## config.mk

```make
export PLATFORM = sky130hd
export DESIGN_NAME = lector_contador
export DESIGN_NICKNAME = d
export VERILOG_FILES = /design/src/rtl/lector_contador.sv
export SDC_FILE = /design/constraint.sdc
export NUM_CORES = 1
export LEC_CHECK = 0
export CAP_MARGIN = 0
export CORE_MARGIN = 3
export CORE_UTILIZATION = 30
export CTS_BUF_LIST = sky130_fd_sc_hd__clkbuf_8
export DETAILED_ROUTE_END_ITERATION = 8
export REMOVE_ABC_BUFFERS = 1
export SYNTH_ARGS = -nofsm -noshare
export SYNTH_HDL_FRONTEND = slang
export SYNTH_SLANG_ARGS = --single-unit
```

## constraint.sdc

```tcl
create_clock -name clk -period 2.3 [get_ports clk]
set_clock_uncertainty 0.2 [all_clocks]
set_input_delay 0.23 -clock clk [delete_from_list [all_inputs] [get_ports clk]]
set_output_delay 0.23 -clock clk [all_outputs]
set_load 0.05 [all_outputs]
```

## src/rtl/lector_contador.sv

```systemverilog
// Requester-side controller for the per-FIFO pop counter: walks idx 0..3,
// pulses req per FIFO, captures each returned count and reports with done.
module lector_contador #(
  parameter int DATA_WIDTH = 5,
  parameter int TIMEOUT    = 8
) (
  input  logic                  clk,
  input  logic                  reset,
  input  logic                  start,
  input  logic                  IDLE,
  input  logic                  valid_contador,
  input  logic [DATA_WIDTH-1:0] contador_out,
  output logic                  req,
  output logic [1:0]            idx,
  output logic [DATA_WIDTH-1:0] cuenta_F0,
  output logic [DATA_WIDTH-1:0] cuenta_F1,
  output logic [DATA_WIDTH-1:0] cuenta_F2,
  output logic [DATA_WIDTH-1:0] cuenta_F3,
  output logic                  busy,
  output logic                  done,
  output logic                  error
);

  typedef enum logic [1:0] {
    INACTIVO = 2'd0,
    PEDIR    = 2'd1,
    ESPERA   = 2'd2,
    LISTO    = 2'd3
  } state_t;

  localparam logic [3:0] TMO_LAST = 4'(TIMEOUT - 1);

  state_t                r_state;
  state_t                w_state_next;
  logic [1:0]            r_idx;
  logic [1:0]            w_idx_next;
  logic [3:0]            r_timer;
  logic [3:0]            w_timer_next;
  logic                  r_error;
  logic                  w_error_next;
  logic                  r_req;
  logic                  r_busy;
  logic                  r_done;
  logic [DATA_WIDTH-1:0] r_cuenta      [4];
  logic [DATA_WIDTH-1:0] w_cuenta_next [4];

  // NOTE: every signal driven here gets its hold value first, so no path
  // through the case statement can leave one unassigned and infer a latch.
  always_comb begin
    w_state_next = r_state;
    w_idx_next   = r_idx;
    w_timer_next = r_timer;
    w_error_next = r_error;
    for (int i = 0; i < 4; i++) begin
      w_cuenta_next[i] = r_cuenta[i];
    end

    unique case (r_state)
      INACTIVO: begin
        if (start && IDLE) begin
          for (int i = 0; i < 4; i++) begin
            w_cuenta_next[i] = '0;
          end
          w_error_next = 1'b0;
          w_idx_next   = 2'd0;
          w_state_next = PEDIR;
        end
      end

      PEDIR: begin
        if (!IDLE) begin
          w_error_next = 1'b1;
          w_state_next = INACTIVO;
        end else begin
          w_timer_next = 4'd0;
          w_state_next = ESPERA;
        end
      end

      ESPERA: begin
        // An IDLE drop wins over a response arriving in the same cycle.
        if (!IDLE) begin
          w_error_next = 1'b1;
          w_state_next = INACTIVO;
        end else if (valid_contador || (r_timer == TMO_LAST)) begin
          if (valid_contador) begin
            w_cuenta_next[r_idx] = contador_out;
          end else begin
            w_cuenta_next[r_idx] = '0;
            w_error_next         = 1'b1;
          end
          if (r_idx == 2'd3) begin
            w_state_next = LISTO;
          end else begin
            w_idx_next   = r_idx + 2'd1;
            w_state_next = PEDIR;
          end
        end else begin
          w_timer_next = r_timer + 4'd1;
        end
      end

      LISTO: begin
        w_state_next = INACTIVO;
      end

      default: begin
        w_state_next = INACTIVO;
      end
    endcase
  end

  // Output flags are computed from the next state so they appear registered
  // in the very cycle the FSM occupies that state.
  always_ff @(posedge clk) begin
    if (reset) begin
      r_state <= INACTIVO;
      r_idx   <= 2'd0;
      r_timer <= 4'd0;
      r_error <= 1'b0;
      r_req   <= 1'b0;
      r_busy  <= 1'b0;
      r_done  <= 1'b0;
      // NOTE: the count registers are visible outputs that must read 0 out of
      // reset, so this small array is reset like any other register.
      for (int i = 0; i < 4; i++) begin
        r_cuenta[i] <= '0;
      end
    end else begin
      // NOTE: non-blocking assignments make every register take its new value
      // from the same pre-edge snapshot, independent of statement order.
      r_state <= w_state_next;
      r_idx   <= w_idx_next;
      r_timer <= w_timer_next;
      r_error <= w_error_next;
      r_req   <= (w_state_next == PEDIR);
      r_busy  <= (w_state_next != INACTIVO);
      r_done  <= (w_state_next == LISTO);
      for (int i = 0; i < 4; i++) begin
        r_cuenta[i] <= w_cuenta_next[i];
      end
    end
  end

  assign req       = r_req;
  assign idx       = r_idx;
  assign busy      = r_busy;
  assign done      = r_done;
  assign error     = r_error;
  assign cuenta_F0 = r_cuenta[0];
  assign cuenta_F1 = r_cuenta[1];
  assign cuenta_F2 = r_cuenta[2];
  assign cuenta_F3 = r_cuenta[3];

endmodule

```

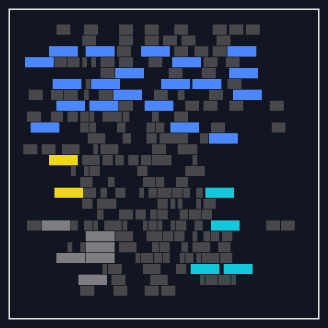
**Above:** where the registers sit.
Drawn at 4 px/um. Other sequential cells in the stronger gray, the rest of the logic in the fainter gray.
`r_cuenta`: drawn in blue, flops 20. `r_timer`: drawn in cyan, flops 4. `idx`: drawn in yellow, flops 2.
Another 6 sequential cells are not colored.

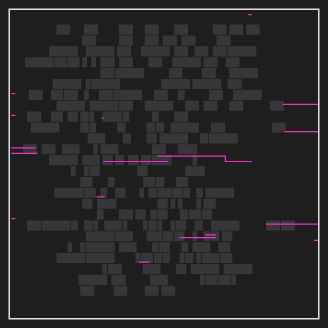
**Above:** metal 3.
Drawn at 4 px/um. Cells faint in the background.
The layer holds 2.9% of the routed length. The layer carries 99.8 um of wire. The wires run mostly horizontal. 14 nets have wire on it. The longest straight run is 16.8 um.

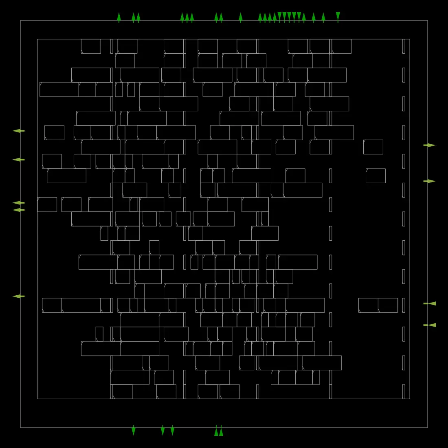
**Above:** placed standard cells.
Seq area share: 30.8%
Core Util, Final: 43.4%

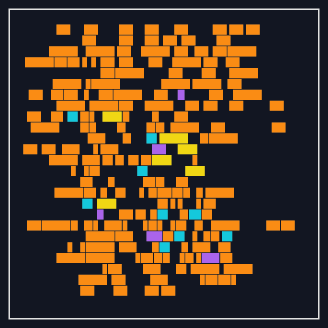
**Above:** sizing map.
Drawn at 4 px/um.
x2: drawn in purple, cells 5. x1 and smaller: drawn in orange, cells 179. x3 and x4: drawn in cyan, cells 9. x6 and larger: drawn in yellow, cells 6.

==> reports/qor.yml <==
status: "finished, final reports clean"
yosys_area_um2: 1510
critPathCaptureType: "register"
mostFrequentLayoutCell: "clkdlybuf4s50_1"
async_reset_ff_share_pct: 0
top_cell: "dfxtp_1"
io_buffers: 35
drt_pass1_iterations: 4
min_period_over_period_pct: 89.1
fin_setup_tns_ns: 0
yosys.cell_types.count: 41
hp-class: "register to register"
io_pins: 36
synth_cells: 155
slew_violations: 0
drive_gt1_share_pct: 10.1
cts_buffers: 5
syn_avg_cell_area_um2: 9.75
rrSetupSlack_ns: 0.25
top_area_share_pct: 42.4
clock_latency_ns: 0.27
max_freq_mhz: 488
ys_cells: 155
common_cells: "dfxtp_1 (32), a32o_1 (15), nand2_1 (12)"
ys_ff: 32
hold_ws_ns: 0.269
ys.flop_type: "dfxtp_1"
r2r_cells: 7
==> power by group <==
part	total [W]	switching, W	internal (W)
Clock	0.000418	0.000207	0.000210
Sequential	0.000627	0.0000278	0.000599
Combinational	0.000585	0.000350	0.000235
==> metal layers <==
layer	vias up	track usage [%]	share of wire (%)	wire length [um]
met1	615	17.5	51	1770
li1	664	-	-	-
met3	5	2.46	2.8	99
met4	0	4.80	1.6	56
met2	21	19.4	45	1570
met5	-	0	0	0
==> stage by stage <==
stage               utilization, %  cell area, um^2  setup slack, ns  std cells
floorplan                        -             1470           -0.371        147
global placement              41.6             1990            0.185        258
detailed placement            41.6             1990            0.167        258
CTS                           43.4             2080            0.257        266
global route                  43.4             2080           0.0451        266
finish                        43.4             2080            0.251        266
==> cell type report <==
| class | instances | area, um^2 |
|---|---|---|
| tap | 67 | 83.8 |
| fill | 471 | 2710 |
| timing repair buffer | 44 | 430 |
| inverter | 8 | 30.0 |
| clock buffer | 5 | 68.8 |
| multi-input combinational | 107 | 805 |
| sequential | 32 | 641 |
| clock inverter | 3 | 18.8 |
==> critical path, cell delays in order, from the launching register on <==
cell and delay (ns):
dfxtp_1 0.39, inv_1 0.11, ha_1 0.24, mux2i_1 0.16
a311oi_1 0.29, buf_4 0.17, a21oi_1 0.13, a32o_1 0.24
==> cell families (layout without fill, tap and decap cells) <==
family | after synthesis | in the layout | synth area share [%]
compound gates | 47 | 47 | 25.0
simple gates | 46 | 46 | 17.1
flops | 32 | 32 | 42.4
buf+inv | 16 | 60 | 4.72
fa+ha+maj | 10 | 10 | 8.28
xor+xnor | 2 | 2 | 1.16
mux | 2 | 2 | 1.32
==> sequential cells by signal (all words and copies together) (netlist names) <==
register,cells
busy,1
r_cuenta,20
r_timer,4
req,1
r_state,2
error,1
done,1
idx,2
Power and IR drop assume default switching activity.
